File: src/rtl/rex_pkg.sv
// Shared game definitions: FSM encoding and sprite geometry.
// The pixel decider imports the same constants so its bounding boxes
// always match the ones used for collision here.
package rex_pkg;

  typedef enum logic [1:0] {
    ST_IDLE = 2'd0,
    ST_RUN  = 2'd1,
    ST_OVER = 2'd2,
    ST_BAD  = 2'd3
  } game_st_t;

  // Geometry in pixels; y measured upward from the ground line.
  localparam logic signed [15:0] REX_LEFT  = 16'sd8;
  localparam logic signed [15:0] REX_W     = 16'sd24;
  localparam logic signed [15:0] REX_H     = 16'sd25;
  localparam logic signed [15:0] OBST_W    = 16'sd16;
  localparam logic signed [15:0] OBST_H    = 16'sd28;
  localparam logic signed [15:0] OBST_DOWN = 16'sd0;
  localparam logic signed [15:0] SCREEN_H  = 16'sd64;

  // Bounding-box overlap of rex and obstacle. Obstacle x is signed because
  // it goes negative while sliding off the left edge.
  function automatic logic rex_hit(input logic [15:0] obst_left,
                                   input logic [15:0] rex_bot);
    logic signed [15:0] ox;
    ox = $signed(obst_left);
    return (ox < (REX_LEFT + REX_W)) &&
           ((ox + OBST_W) > REX_LEFT) &&
           (rex_bot < $unsigned(OBST_H));
  endfunction

endpackage

File: src/rtl/btn_sync_edge.sv
// Two-flop synchroniser for an asynchronous button followed by a
// rising-edge detector; pulse is high for exactly one clk cycle per press.
module btn_sync_edge (
  input  logic clk,
  input  logic rstn,
  input  logic btn_async,
  output logic pulse
);

  logic sync1_q;
  logic sync2_q;
  logic sync3_q;

  // Synchroniser chain plus one extra stage holding the previous level.
  always_ff @(posedge clk or negedge rstn) begin
    if (!rstn) begin
      sync1_q <= 1'b0;
      sync2_q <= 1'b0;
      sync3_q <= 1'b0;
    end else begin
      sync1_q <= btn_async;
      sync2_q <= sync1_q;
      sync3_q <= sync2_q;
    end
  end

  assign pulse = sync2_q & ~sync3_q;

endmodule

File: src/rtl/rex_game_ctrl.sv
// Game sequencer: IDLE/RUN/OVER state machine, rex jump physics,
// obstacle scroll, collision detection and score keeping. Outputs are
// registered and feed the pixel decider directly.
module rex_game_ctrl
  import rex_pkg::*;
#(
  parameter logic        [15:0] TICK_DIV   = 16'd50000,
  parameter logic signed [7:0]  JUMP_V0    = 8'sd8,
  parameter logic signed [7:0]  GRAVITY    = 8'sd1,
  parameter logic        [15:0] OBST_SPEED = 16'd2,
  parameter logic        [15:0] SCREEN_W   = 16'd128,
  parameter logic        [15:0] REX_CEIL   = 16'd39
) (
  input  logic        clk,
  input  logic        rstn,
  input  logic        jump_btn,
  output logic [15:0] rex_down,
  output logic [15:0] obstacle_left,
  output logic [1:0]  game_state,
  output logic [15:0] score
);

  game_st_t           state_q, state_d;
  logic        [15:0] tick_cnt_q;
  logic               tick;
  logic               jmp;
  logic               hit;

  logic        [15:0] rex_down_q, rex_down_d;
  logic        [15:0] obst_q, obst_d;
  logic        [15:0] score_q, score_d;
  logic signed [7:0]  vel_q, vel_d;
  logic               airborne_q, airborne_d;

  logic        [15:0] obst_next;
  logic        [15:0] rex_next;

  btn_sync_edge u_jump_sync (
    .clk       (clk),
    .rstn      (rstn),
    .btn_async (jump_btn),
    .pulse     (jmp)
  );

  // Free-running game tick prescaler, active in every state.
  always_ff @(posedge clk or negedge rstn) begin
    if (!rstn) begin
      tick_cnt_q <= 16'd0;
    end else if (tick) begin
      tick_cnt_q <= 16'd0;
    end else begin
      tick_cnt_q <= tick_cnt_q + 16'd1;
    end
  end

  assign tick = (tick_cnt_q == (TICK_DIV - 16'd1));

  // Candidate positions for this tick, computed from registered state.
  assign obst_next = obst_q - OBST_SPEED;
  assign rex_next  = rex_down_q + {{8{vel_q[7]}}, vel_q};

  // Collision looks only at registered geometry, so it lags a tick by one cycle.
  assign hit = rex_hit(obst_q, rex_down_q);

  // State, physics and scroll registers.
  always_ff @(posedge clk or negedge rstn) begin
    if (!rstn) begin
      state_q    <= ST_IDLE;
      rex_down_q <= 16'd0;
      obst_q     <= SCREEN_W;
      score_q    <= 16'd0;
      vel_q      <= 8'sd0;
      airborne_q <= 1'b0;
    end else begin
      state_q    <= state_d;
      rex_down_q <= rex_down_d;
      obst_q     <= obst_d;
      score_q    <= score_d;
      vel_q      <= vel_d;
      airborne_q <= airborne_d;
    end
  end

  // Next-state and datapath update; a hit overrides any tick or launch.
  always_comb begin
    state_d    = state_q;
    rex_down_d = rex_down_q;
    obst_d     = obst_q;
    score_d    = score_q;
    vel_d      = vel_q;
    airborne_d = airborne_q;

    case (state_q)
      ST_IDLE: begin
        rex_down_d = 16'd0;
        obst_d     = SCREEN_W;
        score_d    = 16'd0;
        vel_d      = 8'sd0;
        airborne_d = 1'b0;
        if (jmp) begin
          state_d = ST_RUN;
        end
      end

      ST_RUN: begin
        if (hit) begin
          state_d = ST_OVER;
        end else begin
          if (tick) begin
            if ($signed(obst_next) <= -OBST_W) begin
              obst_d = SCREEN_W;
              if (score_q != 16'hFFFF) begin
                score_d = score_q + 16'd1;
              end
            end else begin
              obst_d = obst_next;
            end

            if (airborne_q) begin
              vel_d = vel_q - GRAVITY;
              if ($signed(rex_next) <= 16'sd0) begin
                rex_down_d = 16'd0;
                vel_d      = 8'sd0;
                airborne_d = 1'b0;
              end else if ($signed(rex_next) > $signed(REX_CEIL)) begin
                rex_down_d = REX_CEIL;
              end else begin
                rex_down_d = rex_next;
              end
            end
          end

          // Launch uses the pre-launch airborne flag, so a coincident tick
          // leaves rex_down unchanged this cycle.
          if (jmp && !airborne_q) begin
            vel_d      = JUMP_V0;
            airborne_d = 1'b1;
          end
        end
      end

      ST_OVER: begin
        if (jmp) begin
          state_d    = ST_IDLE;
          rex_down_d = 16'd0;
          obst_d     = SCREEN_W;
          score_d    = 16'd0;
          vel_d      = 8'sd0;
          airborne_d = 1'b0;
        end
      end

      default: begin
        state_d = ST_IDLE;
      end
    endcase
  end

  assign rex_down      = rex_down_q;
  assign obstacle_left = obst_q;
  assign score         = score_q;
  assign game_state    = state_q;

endmodule

File: config.mk
export PLATFORM = sky130hd
export DESIGN_NAME = rex_game_ctrl
export DESIGN_NICKNAME = d
export VERILOG_FILES = /design/src/rtl/rex_pkg.sv /design/src/rtl/btn_sync_edge.sv /design/src/rtl/rex_game_ctrl.sv
export SDC_FILE = /design/constraint.sdc
export NUM_CORES = 1
export LEC_CHECK = 0
export CORE_MARGIN = 3
export CORE_UTILIZATION = 25
export CTS_BUF_LIST = sky130_fd_sc_hd__clkbuf_16
export DETAILED_ROUTE_END_ITERATION = 6
export PLACE_DENSITY_LB_ADDON = 0.08
export SLEW_MARGIN = 25
export SYNTH_ARGS = -nofsm -noshare
export SYNTH_HDL_FRONTEND = slang
export SYNTH_SLANG_ARGS = --single-unit
File: constraint.sdc
create_clock -name clk -period 3.4 [get_ports clk]
set_input_delay 0.85 -clock clk [delete_from_list [all_inputs] [get_ports clk]]
set_output_delay 0.85 -clock clk [all_outputs]
set_load 0.02 [all_outputs]
==> metrics.log <==
[flow] final metrics
[metrics] total global-route track usage: 13.20%
[metrics] CTS Buf Count: 9
[metrics] most common logic cells in the final layout: dfrtp_1 (75), nand2_1 (59), clkdlybuf4s50_1 (50)
[metrics] clk ins delay skew pair: between 300 and 400 ps
[metrics] Critical Path Start: rex_down[0]
[metrics] H-tree depth reported by CTS: 3
[metrics] ordered list of cells on the worst path: ha_1 -> inv_1 -> fa_1 -> nand2b_1 -> a21boi_0 -> a2111oi_1 -> mux2_2 -> a211oi_2 -> nand3_1 -> o31ai_4 -> nand2_1 -> a22o_1
[metrics] final non-filler cell total: approximately 920
[metrics] post-route minimum period: between 3000 and 4000 ps
[metrics] fill count: 2,047
[metrics] clock-pin transition on the worst setup and hold timing paths: roughly 70 ps
[metrics] worst slew pin tran: 747.7 ps
[metrics] routed wire length per instance: 15.48 um
[metrics] leading register cell type out of synthesis: dfrtp_1
[metrics] fraction of area in non-clock buffers: a little under an eighth
[metrics] amount of wire on met2 after detailed routing: ~6.5 mm
[metrics] final non-filler cell area: around 6400 sq um
[metrics] cell type taking the most area: multi-input combinational cells
[metrics] most instantiated library cell after synthesis: dfrtp_1
[metrics] clock share of power: ~25%
[metrics] count of hold buffers inserted by post-cts repair: 0
[metrics] combinational share of cell area: 47.26%
[metrics] total number of sequential cells: between 70 and 80
[metrics] capture point of the worst reg-to-reg path: rex_down[5]
[metrics] final-report setup violation count: 0
[metrics] global-route wire length before repair: approximately 24 mm
[metrics] Cell Area, Placed: approximately 6000 sq um
[metrics] WS Path Type: reg -> reg
[metrics] # placed instances: between 900 and 1,000
[metrics] Flop+latch power: around 1.3 mW
[metrics] and-or/or-and share of the synthesized area: between 10% and 20%
[metrics] highest metal layer used by the detailed router: met4
[metrics] library cell with the largest summed area after synthesis: dfrtp_1
[metrics] Max Root-Sink Buffers: 2
[metrics] number of global-route vias before repair: roughly 4,500
[metrics] Internal Power: between 2 and 3 mW
[metrics] Post-synth EDFFs: 0
[metrics] largest net degree at the start of global routing: slightly below 80
[metrics] portion of the clock cycle consumed by the worst path in the final layout: slightly above 90%
[metrics] number of stages on the worst setup path: 12
[metrics] result of the run: finished clean
[metrics] Finished Core Util: approximately a third
[metrics] met1 GRT Util: 17.60%
[metrics] final-stage net count: 676
[metrics] relative max-transition margin: approximately half
[metrics] Synth Seq Share: between 30% and 40%
[metrics] switching share of power: around 40%
[metrics] tally of buffers added on design ports: between 50 and 60
[metrics] Post-Route Hold Slack: slightly below 400 ps
[metrics] Switch Pwr: approximately 1.7 mW
[metrics] Crit path required time: approximately 3600 ps
[metrics] number of combinational gates with multiple inputs: ~460
[metrics] number of routed nets with antenna violations: 0
[metrics] leakage component of the power: approximately 2.7 nW
[metrics] total of warnings raised by yosys: 0
[metrics] area share, top type: about 37%
[metrics] Max FO, Critical Path: 6
[metrics] leftover overflow at the end of global routing: 0
[metrics] post-CTS setup repair buffer count: 0
[metrics] Worst Skew: ~11 ps
[metrics] chip area estimate from yosys synthesis: slightly above 5000 sq um
[metrics] final total power: 4.279 mW
[metrics] maximum operating frequency: 0.3170 GHz
[metrics] Mean Syn Cell Area: a little under 9 sq um
[metrics] Gate power share: 45.0%
[metrics] Most Used Layer, Global Route: met2
[metrics] ratio of cells with drive above 1 in the final layout: 11.64%
[metrics] most frequent cells after synthesis: dfrtp_1 (76), nand2_1 (59), nor2_1 (47)
[metrics] die x size: around 150 um
[metrics] Worst Hold Endpoint: u_jump_sync.sync3_q
[metrics] Routed met3 length: 702 um
[metrics] dominant combinational cell family by area after synthesis: simple AND/OR/NAND/NOR gates
[metrics] setup_tns: 0 ps
[metrics] MI comb area: between 3000 and 4000 sq um
[metrics] CTS sink cnt: about 77
[metrics] most numerous logic cell after layout: dfrtp_1
[metrics] met3 Usage GRT: around 3.3%
[metrics] Die Y-Extent: between 100 and 150 um
[metrics] setup repair after global routing missed its margin: false
[metrics] Tool Warnings: 30
[metrics] main area contributors: dfrtp_1 (37%), ha_1 (5.9%), nand2_1 (4.3%)
[metrics] Non-clk invs: 16
Figure 1. Gate-type map.
Drawn at 2 px/um.
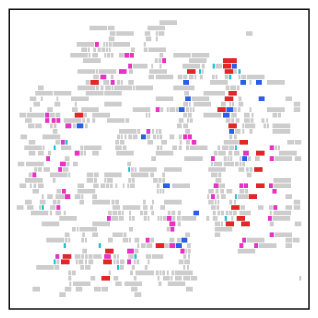
Key: red = adder and majority cells [cells 25]; cyan = inverters [cells 16, where all over the die]; blue = AND-OR and OR-AND gates [cells 17]; magenta = AND and OR gates [cells 54]

Figure 2. Zoomed window.
Region (60, 60) to (90, 90) um. Cells in gray, sequential cells in the stronger gray; small squares are vias.
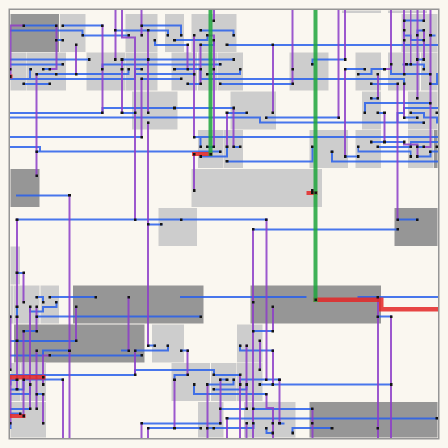
Key: blue = met1; purple = met2; red = met3; green = met4
Netlist names of flops here include obstacle_left (4). 43 logic cells have their middle in the window. Most frequent: a21oi_1 (5), o21ai_0 (5). Sequential cells in the window: 4.

Power and IR drop assume default switching activity.
